===== src/rtl/multicycle_control_hs.sv =====
// Multicycle control FSM with imem/dmem ready handshakes, wait-state watchdog, program-load mode, HALT and sticky FAULT.
// Optional build macro CTRL_ILLEGAL_TRAP_EN: illegal opcodes trap to FAULT instead of retiring as NOP.
module multicycle_control_hs #(
  parameter int OPCODE_W     = 4,
  parameter int WAIT_TIMEOUT = 16
) (
  input  logic                clk,
  input  logic                reset,
  input  logic                program_mode,
  input  logic                prog_valid,
  input  logic [OPCODE_W-1:0] opcode,
  input  logic                result_lsb,
  input  logic                imem_ready,
  input  logic                dmem_ready,
  output logic                ir_enable,
  output logic                dmem_read,
  output logic                dmem_write,
  output logic                imem_read,
  output logic                imem_write,
  output logic                pc_increment,
  output logic                alu_reg_enable,
  output logic                pc_enable,
  output logic                alu_src_B,
  output logic                alu_out_reg_enable,
  output logic                dmem_out_reg_enable,
  output logic                reg_write_enable,
  output logic [1:0]          select_reg_write_data,
  output logic                instr_retired,
  output logic                halted,
  output logic                fault,
  output logic [3:0]          state_out
);

  typedef enum logic [3:0] {
    S_BOOT   = 4'd0,
    S_PROG   = 4'd1,
    S_FETCH  = 4'd2,
    S_DECODE = 4'd3,
    S_AOPB   = 4'd4,
    S_AOPIMM = 4'd5,
    S_LOADW  = 4'd6,
    S_LOADI  = 4'd7,
    S_STOREW = 4'd8,
    S_BRANCH = 4'd9,
    S_RTYPE  = 4'd10,
    S_HALT   = 4'd11,
    S_FAULT  = 4'd12
  } state_t;

  localparam logic [3:0] OP_NOP  = 4'd0;
  localparam logic [3:0] OP_ADD  = 4'd1;
  localparam logic [3:0] OP_ADDI = 4'd2;
  localparam logic [3:0] OP_LW   = 4'd3;
  localparam logic [3:0] OP_LI   = 4'd4;
  localparam logic [3:0] OP_SW   = 4'd5;
  localparam logic [3:0] OP_BLEQ = 4'd6;
  localparam logic [3:0] OP_HALT = 4'd7;

  localparam int C_IR  = 11;
  localparam int C_DRD = 10;
  localparam int C_DWR = 9;
  localparam int C_IRD = 8;
  localparam int C_IWR = 7;
  localparam int C_PCI = 6;
  localparam int C_ARE = 5;
  localparam int C_PCE = 4;
  localparam int C_ASB = 3;
  localparam int C_AOE = 2;
  localparam int C_DOE = 1;
  localparam int C_RWE = 0;

  localparam logic [7:0] WDOG_LAST = 8'(WAIT_TIMEOUT - 1);

  state_t                state, state_next;
  logic [7:0]            wdog_cnt;
  logic                  timeout, retire, load_done, op_legal;
  logic [3:0]            op_lo;
  logic [OPCODE_W-1:0]   op_upper;
  logic [11:0]           ctrl_d, ctrl_q;
  logic [1:0]            sel_d, sel_q;
  logic                  retired_q, halted_q, fault_q;

  assign op_lo    = opcode[3:0];
  assign op_upper = opcode >> 4;
  assign op_legal = (op_upper == '0) && !op_lo[3];
  assign timeout  = (wdog_cnt == WDOG_LAST);

  always_ff @(posedge clk or negedge reset) begin
    if (!reset) state <= S_BOOT;
    else        state <= state_next;
  end

  // Count consecutive not-ready cycles while parked in a wait state; any entry or exit clears it.
  always_ff @(posedge clk or negedge reset) begin
    if (!reset)
      wdog_cnt <= '0;
    else if ((state_next == state) &&
             (state == S_FETCH || state == S_LOADW || state == S_STOREW))
      wdog_cnt <= wdog_cnt + 8'd1;
    else
      wdog_cnt <= '0;
  end

  always_comb begin
    state_next = state;
    retire     = 1'b0;
    load_done  = 1'b0;
    unique case (state)
      S_BOOT:   state_next = S_FETCH;
      S_PROG:   if (!program_mode) state_next = S_FETCH;
      S_FETCH: begin
        if (imem_ready)   state_next = S_DECODE;
        else if (timeout) state_next = S_FAULT;
      end
      S_DECODE: begin
        if (!op_legal) begin
`ifdef CTRL_ILLEGAL_TRAP_EN
          state_next = S_FAULT;
`else
          state_next = S_FETCH;
          retire     = 1'b1;
`endif
        end else begin
          unique case (op_lo)
            OP_ADD, OP_BLEQ: state_next = S_AOPB;
            OP_ADDI:         state_next = S_AOPIMM;
            OP_LW:           state_next = S_LOADW;
            OP_LI:           state_next = S_LOADI;
            OP_SW:           state_next = S_STOREW;
            OP_HALT: begin
              state_next = S_HALT;
              retire     = 1'b1;
            end
            default: begin
              state_next = S_FETCH;
              retire     = 1'b1;
            end
          endcase
        end
      end
      S_AOPB:   state_next = (op_lo == OP_BLEQ) ? S_BRANCH : S_RTYPE;
      S_AOPIMM: state_next = S_RTYPE;
      S_LOADW: begin
        if (dmem_ready) begin
          state_next = S_FETCH;
          retire     = 1'b1;
          load_done  = 1'b1;
        end else if (timeout) begin
          state_next = S_FAULT;
        end
      end
      S_STOREW: begin
        if (dmem_ready) begin
          state_next = S_FETCH;
          retire     = 1'b1;
        end else if (timeout) begin
          state_next = S_FAULT;
        end
      end
      S_LOADI, S_RTYPE, S_BRANCH: begin
        state_next = S_FETCH;
        retire     = 1'b1;
      end
      S_HALT:   if (program_mode) state_next = S_PROG;
      S_FAULT:  state_next = S_FAULT;
      default:  state_next = S_FAULT;
    endcase
    if (state_next == S_FETCH && program_mode)
      state_next = S_PROG;
  end

  // Outputs are decoded from the state being entered so the registered copy lines up with that state.
  always_comb begin
    ctrl_d = '0;
    sel_d  = 2'b00;
    unique case (state_next)
      S_PROG:   ctrl_d[C_IWR] = prog_valid;
      S_FETCH: begin
        ctrl_d[C_IR]  = 1'b1;
        ctrl_d[C_IRD] = 1'b1;
      end
      S_DECODE: begin
        ctrl_d[C_PCI] = 1'b1;
        ctrl_d[C_ARE] = 1'b1;
      end
      S_AOPB:   ctrl_d[C_AOE] = 1'b1;
      S_AOPIMM: begin
        ctrl_d[C_AOE] = 1'b1;
        ctrl_d[C_ASB] = 1'b1;
      end
      S_LOADW: begin
        ctrl_d[C_DRD] = 1'b1;
        ctrl_d[C_DOE] = 1'b1;
      end
      S_STOREW: ctrl_d[C_DWR] = 1'b1;
      S_LOADI: begin
        ctrl_d[C_RWE] = 1'b1;
        sel_d         = 2'b01;
      end
      S_RTYPE: begin
        ctrl_d[C_RWE] = 1'b1;
        sel_d         = 2'b10;
      end
      S_BRANCH: ctrl_d[C_PCE] = result_lsb;
      default:  ;
    endcase
    if (load_done)
      ctrl_d[C_RWE] = 1'b1;
  end

  always_ff @(posedge clk or negedge reset) begin
    if (!reset) begin
      ctrl_q    <= '0;
      sel_q     <= 2'b00;
      retired_q <= 1'b0;
      halted_q  <= 1'b0;
      fault_q   <= 1'b0;
    end else begin
      ctrl_q    <= ctrl_d;
      sel_q     <= sel_d;
      retired_q <= retire;
      halted_q  <= (state_next == S_HALT);
      fault_q   <= (state_next == S_FAULT);
    end
  end

  assign ir_enable             = ctrl_q[C_IR];
  assign dmem_read             = ctrl_q[C_DRD];
  assign dmem_write            = ctrl_q[C_DWR];
  assign imem_read             = ctrl_q[C_IRD];
  assign imem_write            = ctrl_q[C_IWR];
  assign pc_increment          = ctrl_q[C_PCI];
  assign alu_reg_enable        = ctrl_q[C_ARE];
  assign pc_enable             = ctrl_q[C_PCE];
  assign alu_src_B             = ctrl_q[C_ASB];
  assign alu_out_reg_enable    = ctrl_q[C_AOE];
  assign dmem_out_reg_enable   = ctrl_q[C_DOE];
  assign reg_write_enable      = ctrl_q[C_RWE];
  assign select_reg_write_data = sel_q;
  assign instr_retired         = retired_q;
  assign halted                = halted_q;
  assign fault                 = fault_q;
  assign state_out             = state;

endmodule


===== config.mk =====
export PLATFORM = sky130hd
export DESIGN_NAME = multicycle_control_hs
export DESIGN_NICKNAME = d
export VERILOG_FILES = /design/src/rtl/multicycle_control_hs.sv
export SDC_FILE = /design/constraint.sdc
export NUM_CORES = 1
export LEC_CHECK = 0
export CAP_MARGIN = 20
export CORE_MARGIN = 2
export CORE_UTILIZATION = 47
export CTS_CLUSTER_SIZE = 16
export DETAILED_ROUTE_END_ITERATION = 10
export PLACE_DENSITY = 0.76
export SYNTH_ARGS = -nofsm -noshare
export SYNTH_HDL_FRONTEND = slang
export SYNTH_SLANG_ARGS = --single-unit

===== constraint.sdc =====
create_clock -name clk -period 1.7 [get_ports clk]
set_input_delay 0.51 -clock clk [delete_from_list [all_inputs] [get_ports clk]]
set_output_delay 0.51 -clock clk [all_outputs]
set_load 0.03 [all_outputs]

Fig. 1: run 1, pin map
The bar under the picture is 20 um long. Pins as bars across the die edge, other pins in gray.
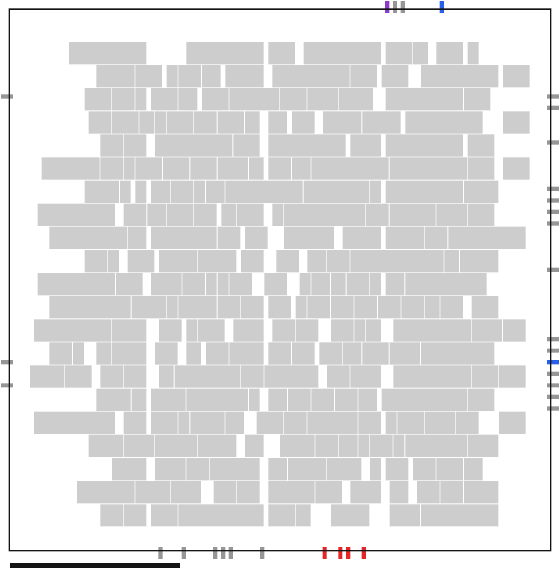
- red: opcode (pins 4; direction input; edge bottom)
- blue: select_reg_write_data (pins 2; direction output; edge 1 top, 1 right)
- purple: alu_out_reg_enable (pins 1; direction output; edge top)
- all pins by edge: 15 right, 10 bottom, 4 top, 3 left
die height: 63.5 um
Die W: 63.5 um
port bufs: 31

Fig. 2: run 1, cell placement
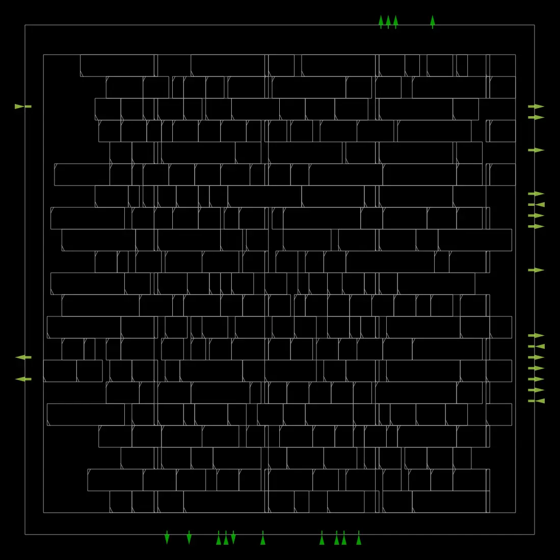
Std-Cell Rows: 21
final core occ: 0.823
Seq area share: 0.237
Core ar.: 3360 um^2

==> results.txt, run 1 <==
run metrics: fmax 495 MHz, global-route wire length before repair 8740 um, CP Capture Point ctrl_q[7], XOR-XNOR Cells, Area Fraction 0.0420, leakage 1.28 nW, clk sink count 26, crit path launch type flip-flop, met2 wire len 3000 um, Reg clk slew, reported paths 170 ps, most frequent cells in the layout buf_4 (54), dfrtp_1 (22), dlygate4sd2_1 (20), Post-synth area hogs dfrtp_1 (39%), a211oi_2 (3.8%), a21oi_1 (3.0%), met3 usage 0.0607, mapped cell area 1670 um^2, Worst EP required 1960 ps, initial antenna violation count 0, die area 4040 um^2, Most Crowded Layer GR met2, crit path launch state_out[1], Placement Cell Area 2320 um^2, worst slew pin tran 400 ps, VDD IR max 772 uV, synthesis area per yosys 1670 um^2, Worst Setup End Kind flip-flop, Inst Count DP 282, dominant register cell dfrtp_1, AO/OA Area Share 0.219, drt total wl 5970 um, Most flops, register ctrl_q, Mux area share 0.0128, tool warning count 29, Fin Setup TNS -5170 ps, YS warnings 0, ys cells 172, Num CTS Buffers 3, most instantiated logic cell after routing buf_4, clk_skew 8.22 ps, Tmin final 2020 ps, reg2reg setup slack -320 ps, unrepaired setup endpoints after global routing true, Initial DRC Count 181, hold crit path type primary input to async pin, top cells by count dfrtp_1 (26), nand2_1 (12), nor2_1 (12), GRT Overall Usage 0.276, Post-synth EDFFs 0, Post-CTS Resized 61, most frequent cell after synthesis dfrtp_1, max FFs per register 9, # setup viols final 23, post-DP HPWL 3300 um, outcome complete, but fails checks, Worst R2R Start state_out[1], routed wire length on met3 440 um, Tcrit/Tclk final 1.19, Worst slew margin 0.733, fraction of registers with async set/reset 1.00, clock root cell clkbuf_4, worst r2r dst ctrl_q[7], worst setup margin -322 ps, failing checks setup timing, hold_buf cts 0, vias per cell 6.20, Pre-antenna DRT Iters 4, final slew viol count 0, post-route antenna net violation count 0
Fig. 3: run 1, local utilization
The die is cut into 6 by 6 equal tiles; white is low, dark blue is high, 0 to 100% covered.
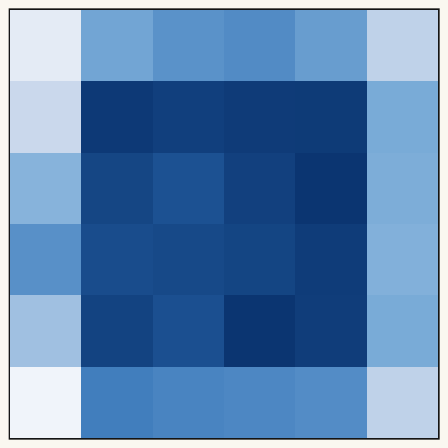
- mean over tiles: 67%
- densest ninth of the die: center
- tiles over 75% full: 44%
- fullest tile: 98%
fp_density: 0.496

Fig. 4: run 1, sizing map
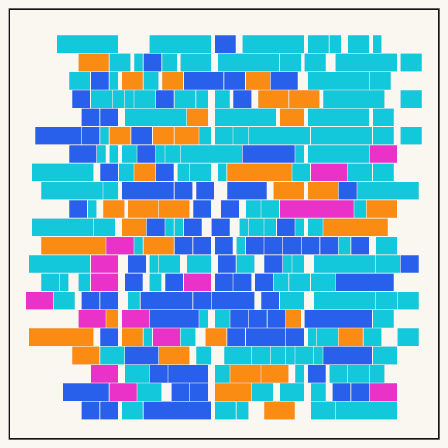
- orange: _2 cells (cells 35; share 13%)
- blue: _3 and _4 cells (cells 78; share 30%)
- cyan: _0 and _1 cells (cells 133; share 51%)
- magenta: _6 and larger (cells 14; share 5.4%)
Final Cell Area: 2770 um^2
synth-to-layout area growth: 66.1%

run 1: layout make-up:
class | instances | area [um^2]
clock inverters | 1 | 30.0
repair buffers | 95 | 807
clock buffers | 3 | 22.5
flip-flops and latches | 26 | 656
inverters | 4 | 15.0
multi-input cells | 131 | 1180
fillers | 180 | 594
well taps | 46 | 57.6
run 1: power by group:
part | switching, mW | internal, mW | total, mW | leakage (nW)
sequential | 0.118 | 0.736 | 0.854 | 0.349
combinational | 1.69 | 1.30 | 2.99 | 0.900
clock | 0.213 | 0.238 | 0.451 | 0.0279
run 1: critical path, stage by stage (launching register included):
cell and delay, ps:
dfrtp_2 500, nand2b_1 250, nand2b_1 230, a211o_1 400, or3_1 360, a211oi_2 210
Fig. 5: run 1, zoomed window
Region (38, 38) to (58, 58) um. Cells in gray, sequential cells in the stronger gray; small squares are vias.
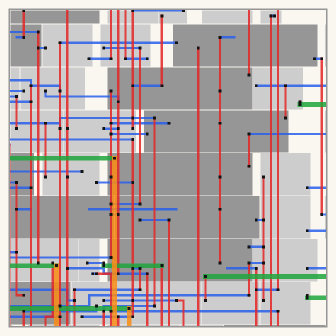

==> inputs of run 2 (changes only) <==
Settings changed: CORE_UTILIZATION 47 to 48, CTS_BUF_LIST from default to sky130_fd_sc_hd__clkbuf_8, PLACE_DENSITY 0.76 to 0.78.
Fig. 6: run 2, zoomed window
Region (37, 37) to (57, 57) um. Cells in gray, sequential cells in the stronger gray; small squares are vias.
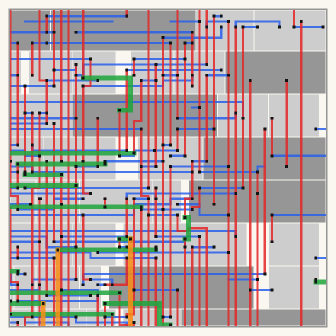
- blue: metal 1
- orange: metal 4
- green: metal 3
- red: metal 2
- netlist names of flops here include: ctrl_q (3), wdog_cnt (2)
- cells with their middle in the window: 30
- most frequent: dfrtp_1 (6), buf_4 (6), dlygate4sd2_1 (3)
- sequential cells in the window: 6

==> run 2 against run 1 <==
Compared with the run above:
- the flow still finishes with violations (setup timing)
- flip-flop count stayed put
- critical path depth rose by 4
- via count grew 2.4%
- sequential share of layout area is 0.58 points lower
- area after synthesis unchanged
- core utilization up 2.7 points
- clock power rose by 19%
- synthesized cell count unchanged
- critical endpoint is now wdog_cnt[2]
- largest power group unchanged
==> results.txt, run 2 <==
run metrics: outcome complete, but fails checks, failing checks setup timing, global-route wire length before repair 9590 um (+9.8%), Core ar. 3340 um^2 (-0.78%), Most Crowded Layer GR met2, Mux area share 0.0128 (unchanged), synth-to-layout area growth 70.3%, Post-synth area hogs dfrtp_1 (39%), a211oi_2 (3.8%), a21oi_1 (3.0%), clk_skew 4.87 ps (-3.35 ps), clock root cell clkbuf_8, Num CTS Buffers 3 (unchanged), CTS tree yes, AO/OA Area Share 0.219 (unchanged), met2 wire len 3180 um (+6.1%), dominant register cell dfrtp_1, die area 3960 um^2 (-1.9%), worst setup margin -253 ps (+68.8 ps), Clock power frac 0.112 (+0.007), clk sink count 26 (unchanged), most instantiated logic cell after routing buf_4, vias per cell 6.26 (+1.1%), post-route antenna net violation count 0 (unchanged), Pint 2.57 mW (+13%), tool warning count 29 (unchanged), slowest CP cell dfrtp_2, Pre-antenna DRT Iters 5 (+1), wire per inst 21.4 um, fp_density 0.499 (+0.00390), most frequent cells in the layout buf_4 (56), dfrtp_1 (22), dlygate4sd2_1 (19), XOR-XNOR Cells, Area Fraction 0.0420 (unchanged), Logic power comb 3.38 mW (+13%), Worst path most repeated cell buf_6, total grt overflow 0, CP peak stage delay 480 ps (-20 ps), crit path launch state_out[1], # setup viols final 22 (-4.3%), Top delay family on crit path AND-OR/OR-AND gates, seq pwr 852 uW (about the same), Final Cell Area 2840 um^2 (+2.5%), YS warnings 0 (unchanged), Post-synth EDFFs 0 (unchanged), VDD IR max 1340 uV (+74%), fraction of registers with async set/reset 1.00 (unchanged), fill cell count 173 (-3.9%), final core occ 0.851 (+0.0275), port bufs 31 (unchanged), Fin Setup TNS -4270 ps (+899 ps), Die W 62.9 um (-0.98%), register share of total power 0.179 (-0.020), Worst slew margin 0.722 (-0.0105), top cells by count dfrtp_1 (26), nand2_1 (12), nor2_1 (12), Std-Cell Rows 21 (unchanged), Initial DRC Count 198 (+9.4%), leakage 1.32 nW (+3.1%), GRT Overall Usage 0.309 (+0.0328), Tcrit/Tclk final 1.15 (-0.0405), Tmin final 1950 ps (-68.8 ps), CP Capture Point wdog_cnt[2], crit-path max FO 8, clock network power 535 uW (+19%), initial antenna violation count 0 (unchanged), CP bufs+invs 4 (+4), Worst EP required 1920 ps (-40 ps), worst-path cell chain buf_6 > buf_6 > nand4bb_1 > a31oi_2 > a211oi_2 > buf_6 > buf_12 > nand4_1 > a21oi_2, unrepaired setup endpoints after global routing true, worst slew pin tran 415 ps (+14.9 ps), Worst R2R Start state_out[1], Worst Setup End Kind flip-flop, met3 usage 0.0486 (-0.0121), most frequent cell after synthesis dfrtp_1, Stages on worst setup path 9 (+4), routed wire length on met3 501 um (+14%), post-DP HPWL 3450 um (+4.6%), mapped cell area 1670 um^2 (unchanged), Pwr top combinational cells, reg2reg setup slack -250 ps (+70 ps), hold_buf cts 0 (unchanged), max FFs per register 9 (unchanged), final slew viol count 0 (unchanged), worst r2r dst wdog_cnt[2], crit path launch type flip-flop, Combinational Power Share 0.709 (+0.013), Sw Share 0.460 (-0.0105)
-- run 2: layout make-up --
| cell class | count | area (um^2) | area share |
|---|---|---|---|
| Timing Repair Buffer | 99 | 851 | 0.300 |
| Multi-Input combinational cell | 131 | 1190 | 0.419 |
| Tap cell | 46 | 57.6 | 0.0203 |
| Clock buffer | 3 | 41.3 | 0.0145 |
| Clock inverter | 1 | 30.0 | 0.0106 |
| Sequential cell | 26 | 656 | 0.231 |
| Inverter | 4 | 15.0 | 0.00529 |
-- run 2: timing repair --
action | 4_1_cts | 5_1_grt
cloned | 0 | 1
hold endpoints to repair | 0 | 0
buffers inserted | 16 | 7
pin swaps | 22 | 12
resized | 77 | 24
setup endpoints to repair | 41 | 25
No activity file was given, so power comes from the tool's default toggle rates.
